Fig. 1: clock wiring as the flow saved it
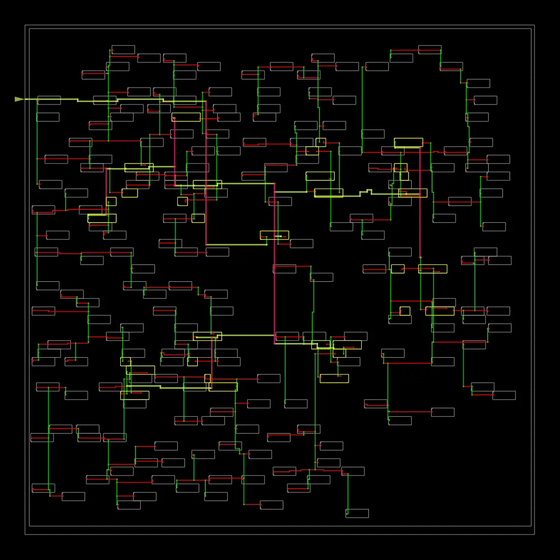
Fig. 2: ports around the boundary
Pins as bars across the die edge, other pins in grey.
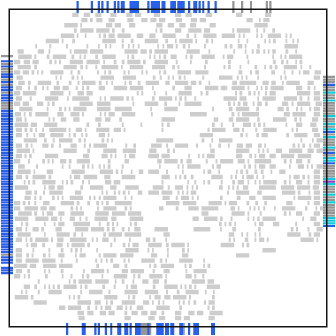
Fig. 3: sequential cells grouped by signal name
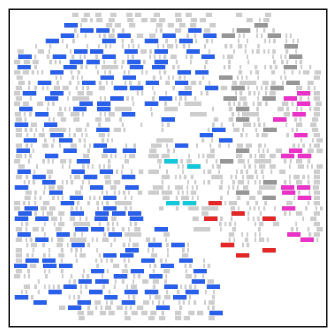
Fig. 4: clock network drawn from the DEF
The bar under the picture is 50 µm long.
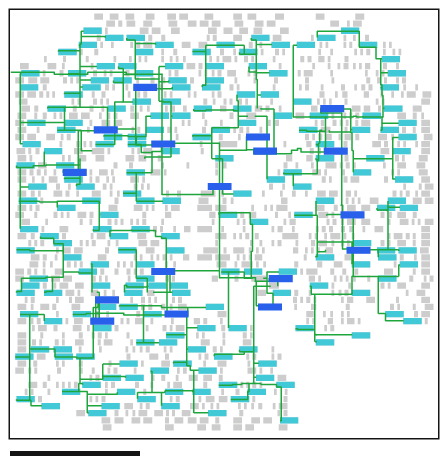
Fig. 5: routed metal, one colour a layer
The bar under the picture is 50 µm long.
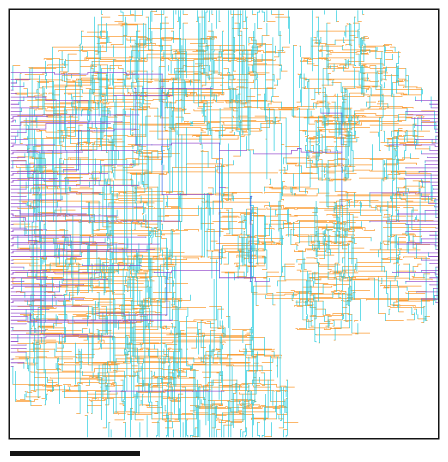
--- config.mk ---
export PLATFORM = sky130hd
export DESIGN_NAME = disc_frame_sequencer
export DESIGN_NICKNAME = d
export VERILOG_FILES = /design/src/rtl/disc_frame_sequencer.sv
export SDC_FILE = /design/constraint.sdc
export NUM_CORES = 1
export LEC_CHECK = 0
export ABC_AREA = 1
export CAP_MARGIN = 0
export CELL_PAD_IN_SITES_DETAIL_PLACEMENT = 1
export CELL_PAD_IN_SITES_GLOBAL_PLACEMENT = 2
export CORE_UTILIZATION = 28
export CTS_CLUSTER_SIZE = 20
export DETAILED_ROUTE_END_ITERATION = 10
export PLACE_DENSITY = 0.84
export SYNTH_ARGS = -nofsm -noshare
export SYNTH_HDL_FRONTEND = slang
export SYNTH_SLANG_ARGS = --single-unit
--- constraint.sdc ---
create_clock -name clk -period 2.89 [get_ports clk]
set_input_delay 0.289 -clock clk [delete_from_list [all_inputs] [get_ports clk]]
set_output_delay 0.289 -clock clk [all_outputs]
set_load 0.02 [all_outputs]
--- src/rtl/disc_frame_sequencer.sv ---
// disc_frame_sequencer
//   Wrapper stage around the 9-3-1 discriminator. It collects a serial stream
//   of Q8.8 pixels into 3x3 frames and fires each frame at the discriminator
//   as 9 parallel pixels with a one-cycle start pulse. It then waits for the
//   score and returns it, tagged with a frame index, over a valid/ready port.
//   Malformed frames are dropped, and err_frame pulses once for each drop. If
//   the discriminator does not answer within TIMEOUT cycles, a zero score
//   marked m_timeout is returned in its place.
//
//   Optional build macro DISC_SEQ_THRESH_EN adds parameter THRESH and output
//   m_real (registered signed compare m_score >= THRESH, 0 on timeouts).
//
// Ports
//   clk, rst                     clock, synchronous active-high reset
//   s_valid/s_ready/s_pix/s_last input pixel stream
//   d_pix, d_valid_in            frame pixels and start pulse to discriminator
//   d_valid_out, d_score         discriminator result
//   m_valid/m_ready/m_score/m_idx/m_timeout  result port
//   err_frame                    one-cycle pulse per dropped frame
module disc_frame_sequencer #(
   parameter int NPIX    = 9,
   parameter int DW      = 16,
   parameter int TIMEOUT = 64,
   parameter int IDX_W   = 16
`ifdef DISC_SEQ_THRESH_EN
  ,parameter logic signed [DW-1:0] THRESH = 16'sh0080
`endif
) (
   input  logic                 clk,
   input  logic                 rst,
   input  logic                 s_valid,
   output logic                 s_ready,
   input  logic [DW-1:0]        s_pix,
   input  logic                 s_last,
   output logic [NPIX*DW-1:0]   d_pix,
   output logic                 d_valid_in,
   input  logic                 d_valid_out,
   input  logic [DW-1:0]        d_score,
   output logic                 m_valid,
   input  logic                 m_ready,
   output logic [DW-1:0]        m_score,
   output logic [IDX_W-1:0]     m_idx,
   output logic                 m_timeout,
   output logic                 err_frame
`ifdef DISC_SEQ_THRESH_EN
  ,output logic                 m_real
`endif
);

   localparam int CNT_W = $clog2(NPIX);
   localparam int TW    = $clog2(TIMEOUT + 1);
   localparam logic [CNT_W-1:0] CNT_LAST = CNT_W'(NPIX - 1);
   localparam logic [TW-1:0]    T_LAST   = TW'(TIMEOUT - 1);

   typedef enum logic [2:0] {COLLECT, RESYNC, FIRE, WAIT, OUT} state_t;

   state_t                  state, state_n;
   logic [CNT_W-1:0]        cnt;
   logic [TW-1:0]           tcnt;
   logic [NPIX-1:0][DW-1:0] slot;
   logic                    drop, capture, tmo;

   // Slots are only written while collecting, so d_pix holds still from
   // FIRE until WAIT exits.
   assign d_pix = slot;

   always_ff @(posedge clk) begin
      if (rst) state <= COLLECT;
      else     state <= state_n;
   end

   always_comb begin
      state_n    = state;
      s_ready    = 1'b0;
      d_valid_in = 1'b0;
      m_valid    = 1'b0;
      drop       = 1'b0;
      capture    = 1'b0;
      tmo        = 1'b0;
      case (state)
         COLLECT: begin
            s_ready = 1'b1;
            if (s_valid) begin
               if (cnt == CNT_LAST) begin
                  if (s_last) state_n = FIRE;
                  else begin
                     drop    = 1'b1;
                     state_n = RESYNC;
                  end
               end else if (s_last) begin
                  drop = 1'b1;
               end
            end
         end
         RESYNC: begin
            s_ready = 1'b1;
            if (s_valid && s_last) state_n = COLLECT;
         end
         FIRE: begin
            d_valid_in = 1'b1;
            state_n    = WAIT;
         end
         WAIT: begin
            if (d_valid_out) begin
               capture = 1'b1;
               state_n = OUT;
            end else if (tcnt == T_LAST) begin
               tmo     = 1'b1;
               state_n = OUT;
            end
         end
         OUT: begin
            m_valid = 1'b1;
            if (m_ready) state_n = COLLECT;
         end
         default: state_n = COLLECT;
      endcase
      // Keep the handshake outputs quiet while reset is held.
      if (rst) begin
         s_ready    = 1'b0;
         d_valid_in = 1'b0;
         m_valid    = 1'b0;
      end
   end

   always_ff @(posedge clk) begin
      if (rst) begin
         cnt       <= '0;
         tcnt      <= '0;
         slot      <= '0;
         m_score   <= '0;
         m_idx     <= '0;
         m_timeout <= 1'b0;
         err_frame <= 1'b0;
`ifdef DISC_SEQ_THRESH_EN
         m_real    <= 1'b0;
`endif
      end else begin
         err_frame <= drop;
         case (state)
            COLLECT: begin
               if (s_valid) begin
                  for (int k = 0; k < NPIX; k++)
                     if (cnt == CNT_W'(k)) slot[k] <= s_pix;
                  // Any s_last or 9th beat ends this frame, whether it is good or dropped.
                  cnt <= (s_last || cnt == CNT_LAST) ? '0 : cnt + CNT_W'(1);
               end
            end
            FIRE: tcnt <= '0;
            WAIT: begin
               tcnt <= tcnt + TW'(1);
               if (capture) begin
                  m_score   <= d_score;
                  m_timeout <= 1'b0;
`ifdef DISC_SEQ_THRESH_EN
                  m_real    <= ($signed(d_score) >= THRESH);
`endif
               end else if (tmo) begin
                  m_score   <= '0;
                  m_timeout <= 1'b1;
`ifdef DISC_SEQ_THRESH_EN
                  m_real    <= 1'b0;
`endif
               end
            end
            OUT: begin
               if (m_ready) begin
                  m_idx <= m_idx + IDX_W'(1);
                  cnt   <= '0;
               end
            end
            default: ;
         endcase
      end
   end

endmodule

==> Implementation_results.wiki <==
=== Physical design figures ===
{| class="wikitable"
! Metric !! Value
|-
| Destination of the worst hold path || m_idx[12]
|-
| Latest clock arrival within the worst-skew pair || 450 ps
|-
| Clock tree skew after final layout || 13.9 ps
|-
| Max-cap violations || 0
|-
| # resized after CTS || 0
|-
| DP Wirelength || 17,400 µm
|-
| Initial Util || 28.4%
|-
| Reg2Reg Launch Point || cnt[0]
|-
| # diodes || 0
|-
| Static Leak || 4.08 nW
|-
| Async set-reset flop share out of synthesis || 0%
|-
| Flop share of the area || 37.1%
|-
| Number of DRC violations after detailed-routing iteration 0 || 294
|-
| Longest Clk Path Bufs || 2
|-
| Nonclk buf count || 229
|-
| Relative area of clock buffers and inverters in the final design || 5.57%
|-
| Final number of max-transition violations || 0
|-
| Tool warnings || 31
|-
| H-tree depth || 4
|-
| Top class by area || flip-flops and latches
|-
| Die W || 164 µm
|-
| Cell area after synthesis || 7380 µm²
|-
| Ports placed on the boundary || 219
|-
| Worst setup EP type || primary output
|-
| Largest net degree at the start of global routing || 113
|-
| Worst Hold Slack || 351 ps
|-
| Int Pwr || 0.00403 W
|-
| EDFF count, synth || 0
|-
| Final nets || 1,208
|-
| Complex Gates by Area || 13.3%
|-
| Largest cells by area || sky130_fd_sc_hd__dfxtp_1 (52%), sky130_fd_sc_hd__nor2_1 (15%), sky130_fd_sc_hd__nand2_1 (6.4%), sky130_fd_sc_hd__o21ai_0 (5.2%), sky130_fd_sc_hd__o21ai_1 (4.1%)
|-
| CTS tree || yes
|-
| Top fanout value on the critical path || 7
|-
| Post-route insts no fill || 1,511
|-
| Clk root buf || sky130_fd_sc_hd__clkbuf_16
|-
| Clock Sink Count || 192
|-
| Setup Buffers After CTS || 0
|-
| Proportion of total power due to net switching || 27.0%
|-
| P_sw || 0.00149 W
|-
| Yosys cell count || 972
|-
| Fin crit share || 82.1%
|-
| Area grow syn2layout || 40.2%
|-
| Area share of fa/ha/maj cells after synthesis || 1.19%
|-
| Clock edge transition at the registers on the reported setup and hold paths || 80 ps
|-
| Maximum resistive drop on vdd || 0.000271 V
|-
| Dominant cell by count in the synthesized netlist || sky130_fd_sc_hd__nor2_1
|-
| Most frequent standard cell in the layout excluding fill and tap cells || sky130_fd_sc_hd__nor2_1
|-
| Synthesis warning total || 0
|-
| Final Critical Period || 2370 ps
|-
| Number of gates on the worst path with buffers counted || 6
|-
| Share of synthesized area spent on multiplexers || 0%
|-
| Antenna violations before repair || 0
|-
| Synthesized registers || 192
|-
| Die Height || 164 µm
|-
| Post-route antenna net violation count || 0
|-
| Crit Path Category || reg -> out
|-
| Most used flip-flop cell after synthesis || sky130_fd_sc_hd__dfxtp_1
|-
| Area share of buffers outside the clock network || 21.9%
|-
| Area used by sequential logic in the layout || 3840 µm²
|-
| Number of signal-net inverters in the final layout || 48
|-
| Register-to-Register Path Depth || 9
|-
| Core footprint || 26,000 µm²
|-
| Number of global-route vias before repair || 7,130
|-
| Arrival time at the worst endpoint || 2080 ps
|-
| Routability congestion estimate from global placement || 0.770
|-
| CP peak stage delay || 620 ps
|-
| Power share of the combinational group || 7.7%
|-
| Setup_tns || 0 ps
|-
| Dominant combinational cell family by area after synthesis || simple AND/OR/NAND/NOR gates
|-
| Cell repeated most along the worst path || sky130_fd_sc_hd__inv_1
|-
| Area occupied by multi-input gates || 3060 µm²
|-
| Final setup violation count || 0
|-
| Count of port buffers added during placement || 218
|-
| Outcome || finished clean
|-
| Setup WS pre-CTS || 632 ps
|-
| Worst setup path endpoint || d_valid_in
|-
| XOR/XNOR share of the synthesized area || 0.356%
|-
| Post-detailed-route via-to-cell ratio || 4.66
|-
| Power density over the cells || 533 nW/µm²
|-
| Combinational share of cell area || 29.6%
|-
| Site row count || 59
|-
| Number of fill cells || 3,176
|-
| Leftover overflow at the end of global routing || 0
|-
| Area fraction of the dominant cell type after synthesis || 52.1%
|-
| Share of post-route cells with drive strength above 1 || 5.87%
|-
| Worst Hold Launch || rst
|-
| Source of the critical timing path || state[2]
|-
| Top cells by count || sky130_fd_sc_hd__nor2_1 (298), sky130_fd_sc_hd__dfxtp_1 (192), sky130_fd_sc_hd__nand2_1 (126)
|-
| CP top delay family || buffers and inverters
|-
| Sequential power share || 49.2%
|-
| Cells along the critical path || inv_1 -> nand2_2 -> inv_1 -> nand2_1 -> nor2_1 -> clkdlybuf4s50_1
|-
| Tapcells inserted || 335
|-
| DRC violations left || 0
|-
| Largest area contributor in the synthesized netlist || sky130_fd_sc_hd__dfxtp_1
|-
| Number of cells on the worst hold path || 2
|-
| Final setup margin || 517 ps
|-
| Slowest cell on crit path || sky130_fd_sc_hd__clkdlybuf4s50_1
|-
| Slew at the pin with the worst max-slew slack || 771 ps
|-
| Multi-input gate count || 675
|-
| Share of the core filled with cells || 39.8%
|-
| Worst slew margin relative to its limit || 48.4%
|-
| Worst min-delay path class || in -> reg
|-
| Power share of the clock group || 43.1%
|-
| RR Endpoint || d_pix[129]
|-
| Post-Place Cells || 1,479
|-
| Total combinational power || 0.000425 W
|-
| Data required time at the worst endpoint || 2600 ps
|-
| First-pass GRT wire length || 40,600 µm
|-
| Slack of the worst reg-to-reg path || 820 ps
|-
| Simple-gate area share of the yosys netlist || 26.6%
|-
| Heaviest power group || registers
|-
| Seq share, synth || 52.1%
|-
| Startpoint kind of the worst setup timing path || flop
|-
| Gate Count Post-Synth || 972
|-
| Number of hold-repair buffers added at the cts stage || 0
|-
| Post-synthesis net count || 1,017
|-
| Seq. pwr || 0.00272 W
|-
| Average size of a mapped cell || 7.59 µm²
|-
| Total Die Area || 27,000 µm²
|-
| Final Hold Viols || 0
|-
| Registers || 192
|-
| Top library cells by usage in the layout, fill and taps aside || sky130_fd_sc_hd__nor2_1 (298), sky130_fd_sc_hd__clkdlybuf4s50_1 (217), sky130_fd_sc_hd__dfxtp_1 (192)
|-
| RSZ-0062 raised after global routing || no
|-
| Count of cell types in the netlist || 32
|-
| Upper clock frequency limit || 421 MHz
|-
| First-pass detailed-route iteration total || 6
|-
| Count of buffering cells on the critical path with inverters included || 3
|-
| Yosys chip area || 7380 µm²
|}
About Fig. 1:
power attributed to the clock group: 0.00238 W
total CTS buffers: 17
number of clock-tree buffers in the layout: 18

About Fig. 2:
legend:
  s_valid:
    colour: purple
    pins: 1
    direction: input
    edge: east
  d_score:
    colour: cyan
    pins: 16
    direction: input
    edge: east
  d_pix:
    colour: blue
    pins: 144
    direction: output
    edge: 71 west, 36 north, 32 south, 5 east
all pins by edge: 82 west, 58 east, 41 north, 38 south

About Fig. 3:
legend:
  d_pix:
    colour: blue
    flops: 144
  tcnt:
    colour: red
    flops: 7
  cnt:
    colour: cyan
    flops: 4
    where: centre
  m_score:
    colour: magenta
    flops: 16
    where: east

About Fig. 4:
legend:
  cells driving clock nets:
    colour: blue
    count: 17
  flip-flops:
    colour: cyan
    count: 192
  clock wires:
    colour: green
    length: 2,650 µm
flops lie: widely spread

About Fig. 5:
legend:
  met2:
    colour: cyan
    wire_length: 11,500 µm
  met1:
    colour: orange
    wire_length: 11,900 µm
  met4:
    colour: blue
    wire_length: 219 µm
  met3:
    colour: purple
    wire_length: 2,440 µm
routed vias: 7,043
gr usage total: 19.7%
final WL: 26,100 µm
Wirelength per Cell: 17.3 µm

-- routing by layer --
| layer | up-vias | wire [µm] | global-route usage, % |
|---|---|---|---|
| li1 | 3486 | - | - |
| met1 | 3366 | 11900 | 25.0 |
| met2 | 172 | 11500 | 30.9 |
| met3 | 19 | 2440 | 8.19 |
| met4 | 0 | 218 | 4.63 |
| met5 | - | 0 | 0 |
-- stage by stage --
step | instance area [µm²] | total power (W)
after floorplan | 7380 | 0.00298
final | 10400 | 0.00552
after CTS | 10400 | 0.00559
after global routing | 10400 | 0.00572
after global placement | 9780 | 0.00320
after detailed placement | 9780 | 0.00321
-- state kept, by name, indices dropped and copies added, names as in the netlist --
register	flops
cnt	4
d_pix	144
m_timeout	1
m_idx	16
m_score	16
tcnt	7
state	3
err_frame	1
No activity file was given, so power comes from the tool's default toggle rates.
